==> src/rtl/score_pkg.sv <==
// Shared state encodings, BCD constants and match helper for score_keeper_multi.
// Pure declarations, no latency. No flow control here.
package score_pkg;

    localparam logic [1:0] ST_WAIT   = 2'b00;
    localparam logic [1:0] ST_SCORE  = 2'b01;
    localparam logic [1:0] ST_NEXTRN = 2'b10;
    localparam logic [1:0] ST_OVER   = 2'b11;

    localparam int         BCD_W   = 4;
    localparam logic [3:0] BCD_MAX = 4'd9;

    // True when the low w bits of s are all ones (w in 1..32).
    function automatic logic is_match(input logic [31:0] s, input int w);
        logic [31:0] mask;
        mask = 32'hFFFF_FFFF >> (32 - w);
        return (s & mask) == mask;
    endfunction

endpackage

==> src/rtl/score_keeper_multi_bcd_counter.sv <==
// Multi-digit BCD counter: saturating increment at 9..9, decrement floored at 0..0.
// One-cycle update on inc/dec/clr. No backpressure; inputs are single-cycle strobes.
module bcd_counter
    import score_pkg::*;
#(
    parameter int DIGITS = 2
) (
    input  logic                      clk,
    input  logic                      rst,
    input  logic                      clr,
    input  logic                      inc,
    input  logic                      dec,
    output logic [DIGITS*BCD_W-1:0]   value
);

    logic [DIGITS*BCD_W-1:0] inc_val;
    logic [DIGITS*BCD_W-1:0] dec_val;
    logic                    inc_carry;
    logic                    dec_borrow;

    always_comb begin
        inc_val    = value;
        dec_val    = value;
        inc_carry  = 1'b1;
        dec_borrow = 1'b1;
        for (int i = 0; i < DIGITS; i++) begin
            if (inc_carry) begin
                if (value[i*BCD_W +: BCD_W] == BCD_MAX) begin
                    inc_val[i*BCD_W +: BCD_W] = 4'd0;
                end else begin
                    inc_val[i*BCD_W +: BCD_W] = value[i*BCD_W +: BCD_W] + 4'd1;
                    inc_carry = 1'b0;
                end
            end
            if (dec_borrow) begin
                if (value[i*BCD_W +: BCD_W] == 4'd0) begin
                    dec_val[i*BCD_W +: BCD_W] = BCD_MAX;
                end else begin
                    dec_val[i*BCD_W +: BCD_W] = value[i*BCD_W +: BCD_W] - 4'd1;
                    dec_borrow = 1'b0;
                end
            end
        end
    end

    // A carry or borrow out of the top digit means all nines / all zeros: hold.
    always_ff @(posedge clk or posedge rst) begin
        if (rst) begin
            value <= '0;
        end else if (clr) begin
            value <= '0;
        end else if (inc && !inc_carry) begin
            value <= inc_val;
        end else if (dec && !dec_borrow) begin
            value <= dec_val;
        end
    end

endmodule

==> src/rtl/score_keeper_multi.sv <==
// Multi-player judge/scorer: all-ones hit check, per-player saturating BCD score, round count.
// Score/LEDs/round_cnt update two edges after the load_player sample. busy marks non-WAIT; submissions outside WAIT are dropped.
// SCORE_PENALTY_EN: when defined, a miss decrements the submitting player's score (floored at 0).
module score_keeper_multi
    import score_pkg::*;
#(
    parameter int SUM_W   = 4,
    parameter int PLAYERS = 2,
    parameter int DIGITS  = 2,
    parameter int ROUNDS  = 10
) (
    input  logic                          clk,
    input  logic                          rst,
    input  logic                          load_player,
    input  logic                          load_rn,
    input  logic [2:0]                    player_id,
    input  logic [SUM_W-1:0]              sum,
    input  logic                          new_game,
    output logic [PLAYERS*DIGITS*4-1:0]   score_bcd,
    output logic                          gled,
    output logic                          rled,
    output logic [7:0]                    round_cnt,
    output logic                          game_over,
    output logic                          busy
);

    localparam logic [3:0] PLAYERS_L = 4'(PLAYERS);
    localparam logic [7:0] ROUNDS_L  = 8'(ROUNDS);

    logic [1:0] state;
    logic [1:0] state_nxt;
    logic [2:0] pid;
    logic       hit;
    logic       accept;
    logic       bad_state;
    logic       clr_all;
    logic [7:0] round_inc;

    assign hit       = is_match(32'(sum), SUM_W);
    assign accept    = load_player && ({1'b0, player_id} < PLAYERS_L);
    assign round_inc = round_cnt + 8'd1;
    assign clr_all   = new_game || bad_state;
    assign game_over = (state == ST_OVER);
    assign busy      = (state != ST_WAIT);

    always_comb begin
        state_nxt = state;
        bad_state = 1'b0;
        case (state)
            ST_WAIT:   if (accept) state_nxt = ST_SCORE;
            ST_SCORE:  state_nxt = (round_inc == ROUNDS_L) ? ST_OVER : ST_NEXTRN;
            ST_NEXTRN: if (!load_rn) state_nxt = ST_WAIT;
            ST_OVER:   state_nxt = ST_OVER;
            default: begin
                state_nxt = ST_WAIT;
                bad_state = 1'b1;
            end
        endcase
        if (new_game) state_nxt = ST_WAIT;
    end

    always_ff @(posedge clk or posedge rst) begin
        if (rst) begin
            state     <= ST_WAIT;
            pid       <= '0;
            gled      <= 1'b0;
            rled      <= 1'b1;
            round_cnt <= '0;
        end else begin
            state <= state_nxt;
            if (clr_all) begin
                gled      <= 1'b0;
                rled      <= 1'b1;
                round_cnt <= '0;
            end else begin
                if (state == ST_WAIT && accept) pid <= player_id;
                if (state == ST_SCORE) begin
                    gled      <= hit;
                    rled      <= !hit;
                    round_cnt <= round_inc;
                end
            end
        end
    end

    for (genvar p = 0; p < PLAYERS; p++) begin : g_player
        logic sel;
        assign sel = (state == ST_SCORE) && (pid == 3'(p)) && !new_game;

        bcd_counter #(.DIGITS(DIGITS)) u_cnt (
            .clk   (clk),
            .rst   (rst),
            .clr   (clr_all),
            .inc   (sel && hit),
`ifdef SCORE_PENALTY_EN
            .dec   (sel && !hit),
`else
            .dec   (1'b0),
`endif
            .value (score_bcd[p*DIGITS*4 +: DIGITS*4])
        );
    end

endmodule

==> config.mk <==
export PLATFORM = sky130hd
export DESIGN_NAME = score_keeper_multi
export DESIGN_NICKNAME = d
export VERILOG_FILES = /design/src/rtl/score_pkg.sv /design/src/rtl/score_keeper_multi_bcd_counter.sv /design/src/rtl/score_keeper_multi.sv
export SDC_FILE = /design/constraint.sdc
export NUM_CORES = 1
export LEC_CHECK = 0
export ABC_AREA = 1
export CAP_MARGIN = 40
export CORE_MARGIN = 4
export CORE_UTILIZATION = 45
export CTS_BUF_LIST = sky130_fd_sc_hd__clkbuf_4 sky130_fd_sc_hd__clkbuf_8
export DETAILED_ROUTE_END_ITERATION = 8
export PLACE_DENSITY = 0.73
export SYNTH_ARGS = -nofsm -noshare
export SYNTH_HDL_FRONTEND = slang
export SYNTH_SLANG_ARGS = --single-unit
==> constraint.sdc <==
create_clock -name clk -period 1.66 [get_ports clk]
set_input_delay 0.332 -clock clk [delete_from_list [all_inputs] [get_ports clk]]
set_output_delay 0.332 -clock clk [all_outputs]
set_load 0.05 [all_outputs]
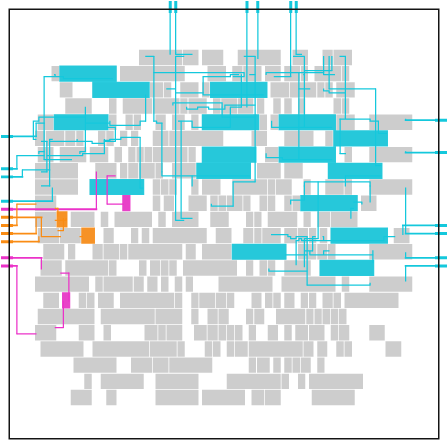
**Above:** run 1 (nets reached from selected ports).
port	colour	bits	direction	edge	end cells	buffers	wire
player_id	magenta	3	input	left	2	3	63.2 um
sum	orange	4	input	left	2	4	37.9 um
score_bcd	cyan	16	output	6 right, 6 top, 4 left	16	18	746 um

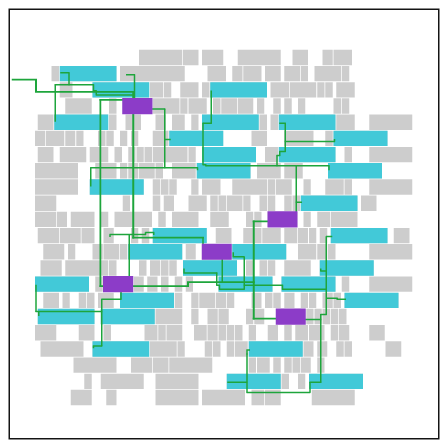
**Above:** run 1 (clock wires, drivers and flops).
[clock wires] green | length: 434 um
[flip-flops] cyan | count: 31
[cells driving clock nets] purple | count: 5
routed clock nets	6

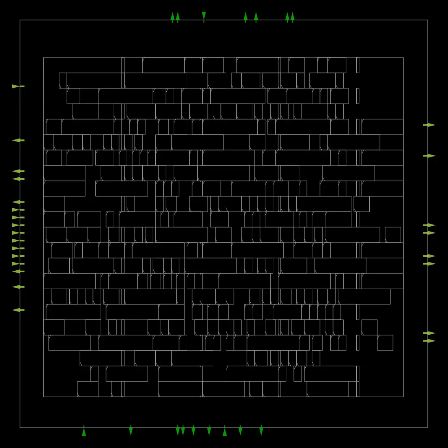
**Above:** run 1 (placement view).
row cnt: 22
Fill cells: 311
core area: 3800 um2

==> reports/metrics.csv, run 1 <==
metric,value,unit
dominantRegCellSynth,dfrtp_1,
cts_tree,yes,
cp.depth,9,
viasPerCell,4.96,
ff2ff_path_depth,9,
r2r-end,g_player[0].u_cnt.value[6],
fp_util,48.4,%
max_freq,662,MHz
top_regs,"g_player.u_cnt.value (16), round_cnt (8), pid (3)",
max_flop_register,g_player.u_cnt.value,
dieArea,5170,um2
cts-root-buf,clkbuf_8,
wl_met2,1960,um
synth_cells,228,
cp_max_fo,8,
largest_reg_flops,16,
cap_violations,0,
ys.flops,31,
outcome,"complete, no violations",
slew_headroom,81.1,%
crit_buf_inv,0,
syn_avg_cell_area,8.06,um2
num_antenna_cells,0,
finClkSkew,0.0103,ns
drive_above_1_share,28.1,%
hold_buffers,0,
finalPower,2100,uW
sh_comb_area,34.8,%
cts_resized,0,
crit_chain,ha_1 > nand2_1 > nor2_1 > nand2_1 > nand2_1 > o21ai_4 > nand2_4 > nand2_1 > o21ai_2,
critPathMaxStageDelay,0.44,ns
mux_share,0,%
drv_slew,0,
final-comb-area,930,um2
grtUsageMet1,21.9,%
wl_met1,1880,um
htreeDepth,2,
ys_seq_share,42.3,%
comb_power,471,uW
io_pins,40,
die_y,71.9,um
wl_met3,244,um
endpoint_kind,flop,
top_layer_used,met4,
inverters_excl_clock,29,
cp_common_cell,nand2_1,
cts_setup_buffers,0,
worstPathArrival,1.69,ns
ys_cells,228,
ys_area,1840,um2
**Run 1: signal wires by layer**

Scale bar: 20 um.
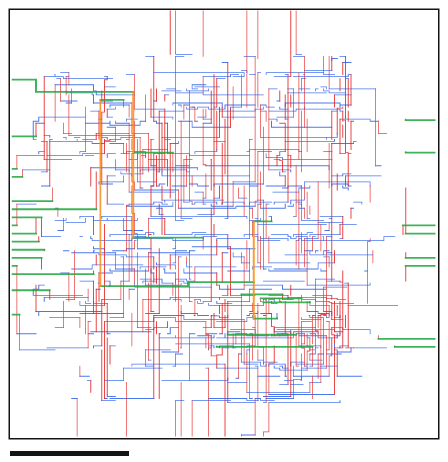

--- run 2 (diff from run 1) ---
- GPL_TIMING_DRIVEN: not set -> 0
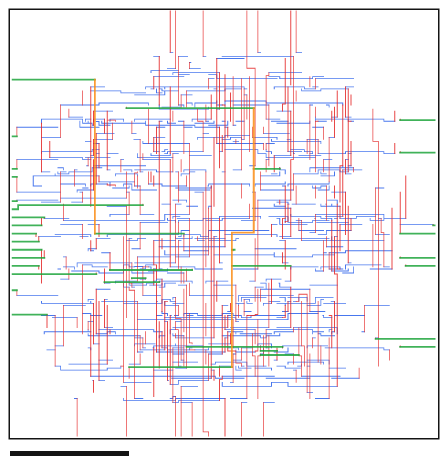
**Above:** run 2 (signal wires by layer).
Scale bar: 20 um.
layer	colour	wire length
met4	orange	73.0 um
met1	blue	1890 um
met2	red	1760 um
met3	green	255 um

==> run 2 against run 1 <==
  * Sequential power about the same
  * Synthesized area unchanged
  * Synthesized cell count unchanged
  * Cell area down 10%
  * Maximum frequency down 5.8%
  * Worst setup slack worse by 0.094 ns
  * Critical path depth down 8
  * Largest cell class unchanged
  * Largest power group unchanged
  * Highest routed layer unchanged
==> reports/metrics.csv, run 2 <==
metric,value,unit
outcome,"complete, no violations",
slew_headroom,60.9,%
ys_seq_share,42.3,%
num_antenna_cells,0,
finalPower,1930,uW
endpoint_kind,output pin,
viasPerCell,4.85,
ys_cells,228,
cts_setup_buffers,0,
crit_chain,dlygate4sd2_1,
worstPathArrival,1.27,ns
htreeDepth,2,
fp_util,48.4,%
inverters_excl_clock,29,
syn_avg_cell_area,8.06,um2
cp.depth,1,
cap_violations,0,
dieArea,5170,um2
fillers,341,
io_pins,40,
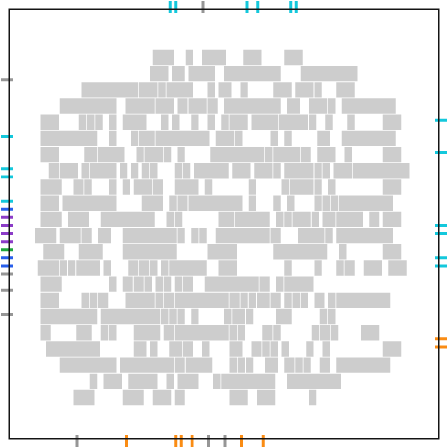
**Above:** run 2 (pin map).
Pins as bars across the die edge, other pins in grey.
port	colour	pins	direction	edge
sum	purple	4	input	left
round_cnt	orange	8	output	6 bottom, 2 right
player_id	blue	3	input	left
load_player	green	1	input	left
score_bcd	cyan	16	output	6 right, 6 top, 4 left
all pins by edge	16 left, 9 bottom, 8 right, 7 top
count of input and output buffers: 38
Die Width: 71.9 um
Die H: 71.9 um

Power figures rest on the tool's default switching activity, not on a simulated workload.
